Figure 1. Selected gate families.
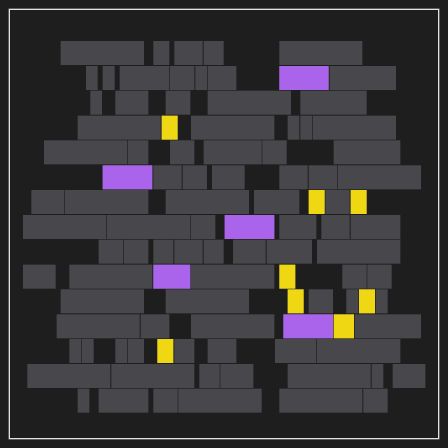
Figure 2. Cells colored by class.
Scale bar: 10 um.
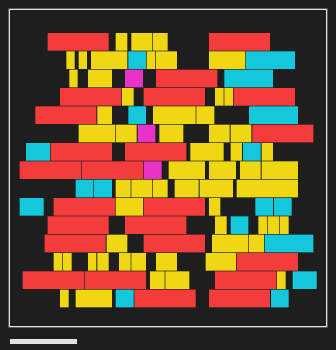
**src/rtl/sr_latch_driver.sv**
```systemverilog
// Debounced pushbutton front end producing mutually exclusive, fixed-width S/R pulses for a NOR SR latch.
// Define SR_DRV_RESET_PRIORITY_EN to let reset win a simultaneous press (default: both presses discarded).
module sr_latch_driver #(
  parameter int DEBOUNCE_CYCLES = 16,
  parameter int PULSE_WIDTH     = 1
) (
  input  logic clk,
  input  logic rst_n,
  input  logic set_btn,
  input  logic reset_btn,
  output logic S,
  output logic R,
  output logic busy,
  output logic conflict
);

  localparam int DW  = $clog2(DEBOUNCE_CYCLES + 1);
  localparam int PCW = $clog2(PULSE_WIDTH + 1);
  localparam logic [DW-1:0]  DB_LAST    = DW'(DEBOUNCE_CYCLES - 1);
  localparam logic [PCW-1:0] PULSE_LAST = PCW'(PULSE_WIDTH - 1);

  typedef enum logic [1:0] {IDLE, SET_PULSE, RST_PULSE, GUARD} state_t;

  // Bit 0 carries the set button, bit 1 the reset button.
  logic [1:0]    btn;
  logic [1:0]    sync1;
  logic [1:0]    sync2;
  logic [1:0]    deb;
  logic [1:0]    deb_d1;
  logic [DW-1:0] db_cnt [2];
  logic          set_req;
  logic          rst_req;

  state_t         state;
  logic [PCW-1:0] pulse_cnt;

  assign btn = {reset_btn, set_btn};

  // NOTE: sequential state uses non-blocking assignments so every flop samples pre-edge values.
  always_ff @(posedge clk or negedge rst_n) begin
    if (!rst_n) begin
      sync1  <= '0;
      sync2  <= '0;
      deb    <= '0;
      deb_d1 <= '0;
      // NOTE: the counter array is small and must start at zero, so it is reset element by element.
      for (int i = 0; i < 2; i++) db_cnt[i] <= '0;
    end else begin
      sync1  <= btn;
      sync2  <= sync1;
      deb_d1 <= deb;
      for (int i = 0; i < 2; i++) begin
        if (sync2[i] == deb[i]) begin
          db_cnt[i] <= '0;
        end else if (db_cnt[i] == DB_LAST) begin
          deb[i]    <= ~deb[i];
          db_cnt[i] <= '0;
        end else begin
          db_cnt[i] <= db_cnt[i] + DW'(1);
        end
      end
    end
  end

  // Only press edges matter; release edges never request anything.
  assign set_req = deb[0] & ~deb_d1[0];
  assign rst_req = deb[1] & ~deb_d1[1];

  always_ff @(posedge clk or negedge rst_n) begin
    if (!rst_n) begin
      state     <= IDLE;
      pulse_cnt <= '0;
      S         <= 1'b0;
      R         <= 1'b0;
      busy      <= 1'b0;
      conflict  <= 1'b0;
    end else begin
      conflict <= 1'b0;
      case (state)
        IDLE: begin
          pulse_cnt <= '0;
          if (set_req && rst_req) begin
`ifdef SR_DRV_RESET_PRIORITY_EN
            state    <= RST_PULSE;
            R        <= 1'b1;
            busy     <= 1'b1;
            conflict <= 1'b1;
`else
            conflict <= 1'b1;
`endif
          end else if (set_req) begin
            state <= SET_PULSE;
            S     <= 1'b1;
            busy  <= 1'b1;
          end else if (rst_req) begin
            state <= RST_PULSE;
            R     <= 1'b1;
            busy  <= 1'b1;
          end
        end
        SET_PULSE, RST_PULSE: begin
          if (pulse_cnt == PULSE_LAST) begin
            state     <= GUARD;
            S         <= 1'b0;
            R         <= 1'b0;
            pulse_cnt <= '0;
          end else begin
            pulse_cnt <= pulse_cnt + PCW'(1);
          end
        end
        GUARD: begin
          state <= IDLE;
          busy  <= 1'b0;
        end
        default: begin
          state <= IDLE;
          S     <= 1'b0;
          R     <= 1'b0;
          busy  <= 1'b0;
        end
      endcase
    end
  end

endmodule
```
**config.mk**
```make
export PLATFORM = sky130hd
export DESIGN_NAME = sr_latch_driver
export DESIGN_NICKNAME = d
export VERILOG_FILES = /design/src/rtl/sr_latch_driver.sv
export SDC_FILE = /design/constraint.sdc
export NUM_CORES = 1
export LEC_CHECK = 0
export CAP_MARGIN = 20
export CORE_MARGIN = 1
export CORE_UTILIZATION = 50
export DETAILED_ROUTE_END_ITERATION = 8
export PLACE_DENSITY = 0.7
export REMOVE_ABC_BUFFERS = 1
export SETUP_SLACK_MARGIN = 0.2
export SLEW_MARGIN = 20
export SYNTH_ARGS = -nofsm -noshare
export SYNTH_HDL_FRONTEND = slang
export SYNTH_SLANG_ARGS = --single-unit
```
**constraint.sdc**
```tcl
create_clock -name clk -period 1.57 [get_ports clk]
set_clock_uncertainty 0.1 [all_clocks]
set_input_delay 0.314 -clock clk [delete_from_list [all_inputs] [get_ports clk]]
set_output_delay 0.314 -clock clk [all_outputs]
set_load 0.05 [all_outputs]
```
==> run notes <==
fresh numbers from the pnr run: worst hold path class in -> async, reg-to-reg endpoint state[0], mean post-synth cell area 12.43 um^2, reg-to-reg setup timing slack 170 ps, ao+oa area frac just under 6%, router iterations before antenna repair 4, leakage power 0.0006394 uW, fp util 55.90%, final hold violations 0, worst path arrival time approximately 1500 ps, GR Util met2 29.72%, PortBufs 7, VDD IR max 0.0007785 V, origin of the critical flop-to-flop path state[0], WL met2 877 um, Bufs on Longest Clock Path 2, Detailed Route WL 1664 um, Hold Buf Count CTS 0, largest net degree at the start of global routing 25, Yosys Instances 81, Final Setup Violations 0, Seq/Total Area, Yosys just under 60%, share of cells above drive strength 1 39.60%, Worst-path clk slew around 120 ps, top comb family, area simple AND/OR/NAND/NOR gates, routed length per placed instance 13.21 um, diode count 0, ys async rst share 100.0%, chip area 2198 um^2, H-tree Lvls 1, design area 1314 um^2, antenna violations before repair 0, min Tclk post-route 1401 ps, transition time of the tightest slew-check pin 289.4 ps, synth unique cells 22, synth warn 0, FF+latch area between 600 and 700 um^2, critical path data required time 1660 ps, nature of the critical path endpoint flip-flop, adder share between 6 and 7%, routability cong. 0.7669, setup tns final 0 ps, global-route wire length before repair roughly 2600 um, yosys stat area between 1000 and 1500 um^2, Fin Hold WS approximately 260 ps, Routed Antenna Nets 0, FMAX around 0.71 GHz, Simple Share, Synth 14.41%, vias per inst 5.000, mux frac, synth approximately 5.6%, Mapped Area roughly 1000 um^2, status complete, no violations, met1 usage between 20% and 30%, CTS tree yes, max-cap viol count 0, CP Max Fanout 3, core region area 1802 um^2, CTS Buf Count 3, Die Y-Extent 46.88 um, DP Area around 1200 um^2, via count 630, GR peak layer met2, Max Transition Viols Final 0, Main synth FF type dfrtp_1, Synthesized registers 24, Non-Filler Instances 126, DRC viols 0, RSZ-0062 raised after global routing true, Post-synth EDFFs 0, GRT Util Overall 17.36%, DRT iter0 DRCs 5
-- Figure 1 (at the start) --
[mux cells] purple | cells: 5 | most used: mux2_4
[aoi and oai cells] yellow | cells: 8 | most used: o21ai_1

-- Figure 2 (at the start) --
[clock drivers] magenta | cells: 3
[remaining buffers and delay cells] cyan | cells: 17
[sequential cells] red | cells: 24
[combinational and other logic] yellow | cells: 57

## metrics by stage
step | total power, uW | setup slack, ps
finish | 1591 | 169.3
global route | 1688 | 98.79
CTS | 1581 | 176.4
detailed placement | 1147 | 72.06
global placement | 1124 | 128.2
floorplan | 1003 | 169.9
## repair_timing
item,in CTS,in global routing
setup buffers,6,3
pin swaps,1,4
endpoints found under the setup margin,4,7
gates resized,11,8
## synthesized netlist by cell type, types with 2 or more instances
cell type / number / share of area [%]
and2_1: 2 / 1.2
xor2_1: 6 / 5.2
a22o_1: 2 / 1.7
ha_1: 5 / 6.2
nand3_1: 4 / 2.0
inv_1: 6 / 2.2
mux2_1: 4 / 4.5
nor2_1: 9 / 3.4
and2b_4: 2 / 2.0
and3_1: 2 / 1.2
o21ai_1: 3 / 1.5
dfrtp_1: 24 / 60
a21oi_1: 3 / 1.5
## state kept, by name, summed over array words and instances (netlist names)
| signal | flops |
|---|---|
| conflict | 1 |
| sync1 | 2 |
| busy | 1 |
| deb_d1 | 2 |
| deb | 2 |
| state | 2 |
| sync2 | 2 |
| S | 1 |
| db_cnt | 10 |
| R | 1 |
## critical path: stages, from the launching register on
cell and delay [ps]:
dfrtp_1 410, inv_2 90, ha_4 210, nor2_1 160
a21oi_1 70, mux2_4 260
## logic make-up (layout without fill, tap and decap cells)
family / count (synthesis) / in the layout
buf+inv: 6 / 26
mux: 5 / 5
flops: 24 / 24
xor+xnor: 7 / 7
simple gates: 24 / 24
compound gates: 10 / 10
fa+ha+maj: 5 / 5
## worst max path at each step
stage,startpoint,endpoint,slack [ps],cells past startpoint
after floorplan,state[0],R,170,5
after global placement,state[1],R,130,5
after detailed placement,state[0],R,70,5
after CTS,deb_d1[1],state[0],180,4
after global routing,deb[1],db_cnt[3],100,5
final,state[0],state[0],170,5
## power by group
| group | internal [uW] | switching [uW] | total (uW) |
|---|---|---|---|
| logic | 324 | 291 | 615 |
| clock network | 89.2 | 161 | 251 |
| registers | 678 | 47.6 | 726 |
| total | 1090 | 500 | 1590 |
## area by class of cell
class	instances	share of cell area, %
sequential	24	45.71
timing repair buffer	17	14.10
inverter	6	1.714
clock buffer	3	1.714
tap	25	2.381
multi-input combinational	51	34.38
## cells in the final DEF, fill, tap and decap left out
master | Yosys | final
a21oi_1 | 3 | 3
a22o_1 | 2 | 2
and2_1 | 2 | 2
and2b_4 | 2 | 2
and3_1 | 2 | 2
and3_2 | 1 | 1
buf_12 | 0 | 4
buf_4 | 0 | 10
clkbuf_4 | 0 | 3
clkdlybuf4s50_1 | 0 | 3
dfrtp_1 | 24 | 24
ha_1 | 5 | 1
ha_2 | 0 | 3
ha_4 | 0 | 1
inv_1 | 6 | 3
inv_2 | 0 | 3
mux2_2 | 1 | 1
mux2_4 | 0 | 4
nand2_4 | 0 | 1
nand2b_4 | 1 | 2
nand3_1 | 4 | 2
nand3_2 | 1 | 2
nand3_4 | 0 | 1
nor2_1 | 9 | 7
nor2_2 | 0 | 2
o21ai_1 | 3 | 4
o22ai_1 | 1 | 1
xnor2_1 | 1 | 1
xor2_1 | 6 | 6
Power and IR drop assume default switching activity.
